### config.mk
export PLATFORM = sky130hd
export DESIGN_NAME = mmem_writeback_flat
export DESIGN_NICKNAME = d
export VERILOG_FILES = /design/src/rtl/mmem_writeback_pkg.sv /design/src/rtl/mmem_writeback_if.sv /design/src/rtl/mmem_writeback_ram.sv /design/src/rtl/mmem_writeback.sv /design/src/flat_wrapper.sv
export SDC_FILE = /design/constraint.sdc
export NUM_CORES = 1
export LEC_CHECK = 0
export CAP_MARGIN = 20
export CORE_MARGIN = 2
export CORE_UTILIZATION = 50
export CTS_BUF_LIST = sky130_fd_sc_hd__clkbuf_8
export CTS_CLUSTER_DIAMETER = 30
export DETAILED_ROUTE_END_ITERATION = 10
export PLACE_DENSITY = 0.76
export SLEW_MARGIN = 20
export SYNTH_ARGS = -nofsm -noshare
export SYNTH_HDL_FRONTEND = slang
export SYNTH_SLANG_ARGS = --single-unit
### constraint.sdc
create_clock -name clk -period 12.5 [get_ports clk]
set_input_delay 3.75 -clock clk [delete_from_list [all_inputs] [get_ports clk]]
set_output_delay 3.75 -clock clk [all_outputs]
set_load 0.05 [all_outputs]
### src/rtl/mmem_writeback_pkg.sv
// mmem_pkg: shared types and defaults for the M scratchpad writeback slice.
// Optional parity storage is enabled with MMEM_PARITY_EN.
package mmem_pkg;

    localparam int MM_AW = 5;
    localparam int MM_DW = 32;

    typedef enum logic {
        MM_IDLE,
        MM_PEND
    } mm_state_t;

    // Even parity: the stored bit makes the total count of ones even.
    function automatic logic parity(input logic [63:0] d);
        return ^d;
    endfunction

endpackage

### src/rtl/mmem_writeback_if.sv
// M-control request/response bundle between the sequencer and the scratchpad.
// master = M control, slave = mmem_writeback.
interface mmem_writeback_if #(
    parameter int AW = mmem_pkg::MM_AW,
    parameter int DW = mmem_pkg::MM_DW
);

    logic          mrp;
    logic [AW-1:0] madr;
    logic          mwp;
    logic [AW-1:0] wadr;
    logic [DW-1:0] l;
    logic [DW-1:0] mf;
    logic          mvalid;
    logic          mpass;
    logic          busy;
    logic          merr;

    modport master (
        output mrp, madr, mwp, wadr, l,
        input  mf, mvalid, mpass, busy, merr
    );

    modport slave (
        input  mrp, madr, mwp, wadr, l,
        output mf, mvalid, mpass, busy, merr
    );

endinterface

### src/rtl/mmem_writeback_ram.sv
// mmem_ram: single-port synchronous RAM, one access per cycle.
// Kept as a separate module so a technology macro can replace it.
module mmem_ram #(
    parameter int AW = 5,
    parameter int W  = 32
) (
    input  logic          clk,
    input  logic [AW-1:0] addr,
    input  logic          we,
    input  logic [W-1:0]  din,
    output logic [W-1:0]  dout
);

    logic [W-1:0] mem [2**AW];

    always_ff @(posedge clk) begin
        if (we) begin
            mem[addr] <= din;
        end else begin
            dout <= mem[addr];
        end
    end

endmodule

### src/rtl/mmem_writeback.sv
// M scratchpad responder: single-port RAM, one-entry write buffer, read pass-around.
// Define MMEM_PARITY_EN to store even parity per word and flag a sticky merr.
module mmem_writeback
    import mmem_pkg::*;
#(
    parameter int AW = MM_AW,
    parameter int DW = MM_DW
) (
    input  logic            clk,
    input  logic            reset,
    mmem_writeback_if.slave m
);

`ifdef MMEM_PARITY_EN
    localparam int RW = DW + 1;
`else
    localparam int RW = DW;
`endif

    mm_state_t     state_q;
    mm_state_t     state_d;
    logic [AW-1:0] padr_q;
    logic [AW-1:0] padr_d;
    logic [DW-1:0] pdata_q;
    logic [DW-1:0] pdata_d;

    logic [AW-1:0] ram_addr;
    logic          ram_we;
    logic [DW-1:0] ram_wdata;
    logic [RW-1:0] ram_din;
    logic [RW-1:0] ram_dout;

    logic          hit_w;
    logic          hit_p;
    logic          pass_d;
    logic [DW-1:0] fwd_d;

    logic          rd_q;
    logic          pass_q;
    logic [DW-1:0] fwd_q;
    logic [DW-1:0] mf_q;
    logic [DW-1:0] mf_now;

    assign hit_w = m.mwp && (m.wadr == m.madr);
    assign hit_p = (state_q == MM_PEND) && (padr_q == m.madr);

    // Same-cycle write beats the buffered one; both beat the RAM.
    assign pass_d = m.mrp && (hit_w || hit_p);
    assign fwd_d  = hit_w ? m.l : pdata_q;

    always_comb begin
        state_d   = state_q;
        padr_d    = padr_q;
        pdata_d   = pdata_q;
        ram_addr  = m.madr;
        ram_we    = 1'b0;
        ram_wdata = m.l;
        unique case (state_q)
            MM_IDLE: begin
                if (m.mwp && m.mrp) begin
                    state_d = MM_PEND;
                    padr_d  = m.wadr;
                    pdata_d = m.l;
                end else if (m.mwp) begin
                    ram_we   = 1'b1;
                    ram_addr = m.wadr;
                end
            end
            MM_PEND: begin
                if (!m.mrp) begin
                    ram_we    = 1'b1;
                    ram_addr  = padr_q;
                    ram_wdata = pdata_q;
                    if (m.mwp) begin
                        padr_d  = m.wadr;
                        pdata_d = m.l;
                    end else begin
                        state_d = MM_IDLE;
                    end
                end else if (m.mwp && (m.wadr == padr_q)) begin
                    pdata_d = m.l;
                end
            end
            default: state_d = MM_IDLE;
        endcase
        // A write buffered at reset time is dropped, never committed.
        if (reset) begin
            ram_we = 1'b0;
        end
    end

    always_ff @(posedge clk) begin
        if (reset) begin
            state_q <= MM_IDLE;
            padr_q  <= '0;
            pdata_q <= '0;
            rd_q    <= 1'b0;
            pass_q  <= 1'b0;
            fwd_q   <= '0;
            mf_q    <= '0;
        end else begin
            state_q <= state_d;
            padr_q  <= padr_d;
            pdata_q <= pdata_d;
            rd_q    <= m.mrp;
            pass_q  <= pass_d;
            if (pass_d) begin
                fwd_q <= fwd_d;
            end
            if (rd_q) begin
                mf_q <= mf_now;
            end
        end
    end

    mmem_ram #(
        .AW (AW),
        .W  (RW)
    ) u_ram (
        .clk  (clk),
        .addr (ram_addr),
        .we   (ram_we),
        .din  (ram_din),
        .dout (ram_dout)
    );

    // RAM dout is the read register; mf_q only holds it between reads.
    assign mf_now   = pass_q ? fwd_q : ram_dout[DW-1:0];
    assign m.mf     = rd_q ? mf_now : mf_q;
    assign m.mvalid = rd_q;
    assign m.mpass  = pass_q;
    assign m.busy   = (state_q == MM_PEND);

`ifdef MMEM_PARITY_EN
    logic merr_q;
    logic par_err;

    assign ram_din = {parity(64'(ram_wdata)), ram_wdata};
    assign par_err = rd_q && !pass_q && (^ram_dout);

    always_ff @(posedge clk) begin
        if (reset) begin
            merr_q <= 1'b0;
        end else if (par_err) begin
            merr_q <= 1'b1;
        end
    end

    assign m.merr = merr_q | par_err;
`else
    assign ram_din = ram_wdata;
    assign m.merr  = 1'b0;
`endif

`ifndef SYNTHESIS
    always @(posedge clk) begin
        if (!reset && (state_q == MM_PEND) && m.mrp && m.mwp) begin
            assert (m.wadr == padr_q)
            else $error("mmem overflow");
        end
    end
`endif

endmodule

### src/flat_wrapper.sv
// flat-port wrapper written by rule: the top's interface ports become plain ports
module mmem_writeback_flat import mmem_pkg::*;
#(
    parameter int AW = MM_AW,
    parameter int DW = MM_DW
)
  (clk, reset, m_mrp, m_madr, m_mwp, m_wadr, m_l, m_mf, m_mvalid, m_mpass, m_busy, m_merr);
  mmem_writeback_if #(.AW(AW), .DW(DW)) m_i ();
  input  logic clk;
  input  logic reset;
  input wire logic [$bits(m_i.mrp)-1:0] m_mrp;
  input wire logic [$bits(m_i.madr)-1:0] m_madr;
  input wire logic [$bits(m_i.mwp)-1:0] m_mwp;
  input wire logic [$bits(m_i.wadr)-1:0] m_wadr;
  input wire logic [$bits(m_i.l)-1:0] m_l;
  output wire logic [$bits(m_i.mf)-1:0] m_mf;
  output wire logic [$bits(m_i.mvalid)-1:0] m_mvalid;
  output wire logic [$bits(m_i.mpass)-1:0] m_mpass;
  output wire logic [$bits(m_i.busy)-1:0] m_busy;
  output wire logic [$bits(m_i.merr)-1:0] m_merr;
  assign m_i.mrp = m_mrp;
  assign m_i.madr = m_madr;
  assign m_i.mwp = m_mwp;
  assign m_i.wadr = m_wadr;
  assign m_i.l = m_l;
  assign m_mf = m_i.mf;
  assign m_mvalid = m_i.mvalid;
  assign m_mpass = m_i.mpass;
  assign m_busy = m_i.busy;
  assign m_merr = m_i.merr;
  mmem_writeback #(.AW(AW), .DW(DW)) u_core (.clk(clk), .reset(reset), .m(m_i));
endmodule
==> flow_metrics.env <==
# implementation run metrics
export IMPL_outcome="complete, no violations"
export IMPL_wl_per_cell_um=27.72
export IMPL_max_slew_margin_rel=0.2375
export IMPL_r2r_cells=5
export IMPL_drive_above_1_share=0.1330
export IMPL_ys_cells=2632
export IMPL_combGateArea_mm2=0.01084
export IMPL_syn_avg_cell_area_um2=17.22
export IMPL_area_growth_pct=12.30
export IMPL_cts_setup_buffers=0
export IMPL_cts_root_buf="clkbuf_8"
export IMPL_dr_pass1_iters=6
export IMPL_layout_setup_ws_ps=4627
export IMPL_path_class="in -> reg"
export IMPL_grt_total_usage=0.2407
export IMPL_preCtsSetupSlack_ps=3915
export IMPL_ctsResizeCount=0
export IMPL_ys_ff=1160
export IMPL_routed_wl_um=113900
export IMPL_layout_nets=2835
export IMPL_grt_overflow_total=0
export IMPL_power_switching_uw=1973
export IMPL_initialDrtViolationCount=3389
export IMPL_swShare=0.2416
export IMPL_clock_path_buffers=3
export IMPL_viasPerCell=6.153
export IMPL_clockPowerShare=0.379
export IMPL_synth_nets=2678
export IMPL_worstPathArrival_ps=8400
export IMPL_syn_instance_count=2632
export IMPL_ff_type="edfxtp_1"
export IMPL_pwr_group_clock_uw=3100
export IMPL_design_area_mm2=0.05090
export IMPL_yosys_warnings=0
export IMPL_synth_edff_count=1056
export IMPL_lay_top_count="edfxtp_1"
export IMPL_ys_seq_frac=0.7456
export IMPL_fmax_mhz=127.0
export IMPL_ant_nets=0
export IMPL_die_x_um=305.1
export IMPL_r2r_slack_ps=7840
export IMPL_cts_made_buffers=180
export IMPL_clock_latency_ps=850
-- synth_stat cells, types with 32 or more instances --
cell type	count	area, um^2
edfxtp_1	1056	31710
mux2i_1	608	6086
o22ai_1	256	1602
nor2_1	132	495.5
dfxtp_1	104	2082
buf_2	72	360.4
nor4_1	66	412.9
nand2_1	47	176.4
a21oi_1	38	190.2
nor2b_1	34	212.7
a211oi_1	32	240.2
mux2_2	32	360.4
-- critical path, cell delays in order --
cell and delay [ps]:
clkdlybuf4s50_1 790, nand2b_4 740, o221a_4 320, buf_4 570
buf_12 620, mux2i_1 270, o22ai_1 120, nor4_1 620
nand2_1 230
-- routing by layer --
metal	GRT usage	part of all wire	routed length, um
met1	0.3229	0.38	43080
met3	0.05987	0.12	13780
met2	0.3756	0.46	52810
met4	0.1032	0.037	4269
met5	0	0	0
-- flip-flops by register name (all words and copies together), names as in the netlist --
register,cells
u_core.m.busy,1
u_core.pdata_q,32
u_core.fwd_q,32
u_core.m.mpass,1
u_core.padr_q,5
u_core.u_ram.dout,32
u_core.u_ram.mem,1024
u_core.mf_q,32
u_core.m.mvalid,1
-- cell type report --
cell class                      count  share of cell area
Sequential cell                  1160              0.6640
Clock buffer                      183             0.04949
Clock inverter                    143             0.02009
Inverter                            1          0.00007375
Antenna cell                        1          0.00004917
Timing Repair Buffer              133             0.02439
Tap cell                         1176             0.02891
Multi-Input combinational cell   1313              0.2130
-- cell families (layout without fill, tap and decap cells) --
group | count (synthesis) | after routing | share of synthesized area
mux | 640 | 640 | 0.1422
buf+inv | 159 | 460 | 0.02186
compound gates | 342 | 342 | 0.04969
other cells | 1 | 2 | 0.00008274
flops | 1160 | 1160 | 0.7456
xor+xnor | 16 | 16 | 0.003092
simple gates | 314 | 314 | 0.03743
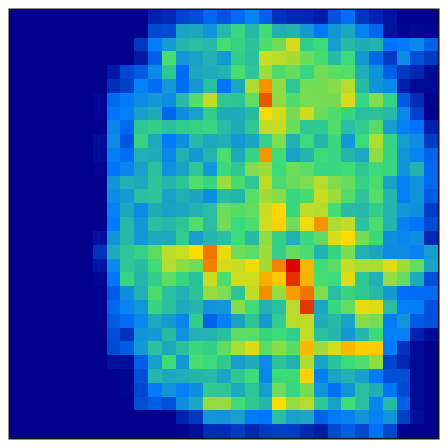
Fig. 1. Routed metal per tile.
The die is cut into 31 by 31 equal tiles; dark blue is low, red is high, scaled to the fullest tile. Values are wire area over tile area, all layers added.
tiles over half the peak: 20%
mean over tiles: 0.21
emptiest ninth of the die: south-west
densest ninth of the die: centre
fullest tile: 0.70

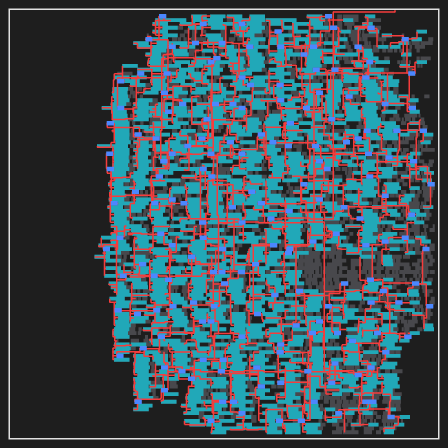
Fig. 2. Clock wires, drivers and flops.
[blue] cells driving clock nets | count: 180
[cyan] flip-flops | count: 1160
[red] clock wires | length: 12400 um
routed clock nets: 181

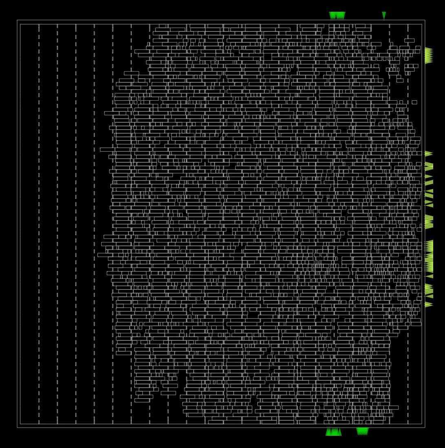
Fig. 3. Placed standard cells.
fraction of area in registers: 0.6640
FP Rows: 110
Fillers: 6545
non-filler cells in the finished layout: 4110
post-layout util: 0.5663

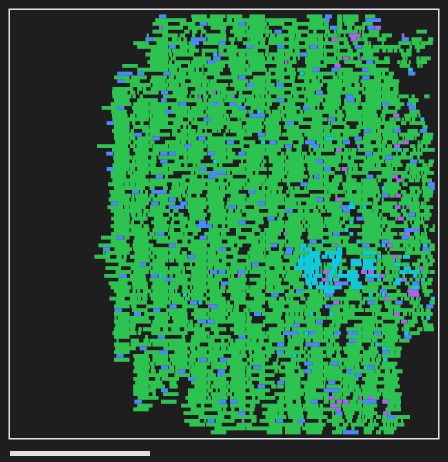
Fig. 4. Sizing map.
The bar under the picture is 100 um long.
[green] drive 1 or less | cells: 2543 | share: 87% | most used: edfxtp_1
[blue] drive 6 and up | cells: 209 | share: 7.1% | most used: clkbuf_8
[cyan] drive 3 to 4 | cells: 122 | share: 4.2% | most used: buf_4
[purple] drive 2 | cells: 59 | share: 2.0% | most used: mux2_2

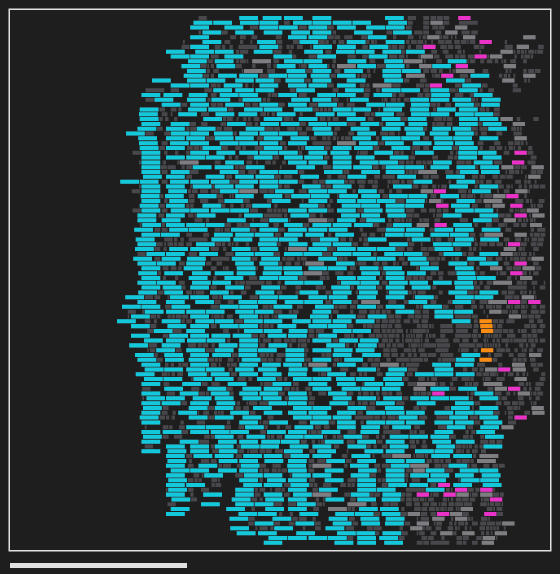
Fig. 5. Register map, names as in the netlist.
The bar under the picture is 100 um long.
[magenta] `u_core.fwd_q` | sequential cells: 32 | where: a vertical strip on the right
[orange] `u_core.padr_q` | sequential cells: 5 | where: east
[cyan] `u_core.u_ram.mem` | sequential cells: 1024
register area: 0.03379 mm^2
seq pwr: 4370 uW

No activity file was given, so power comes from the tool's default toggle rates.
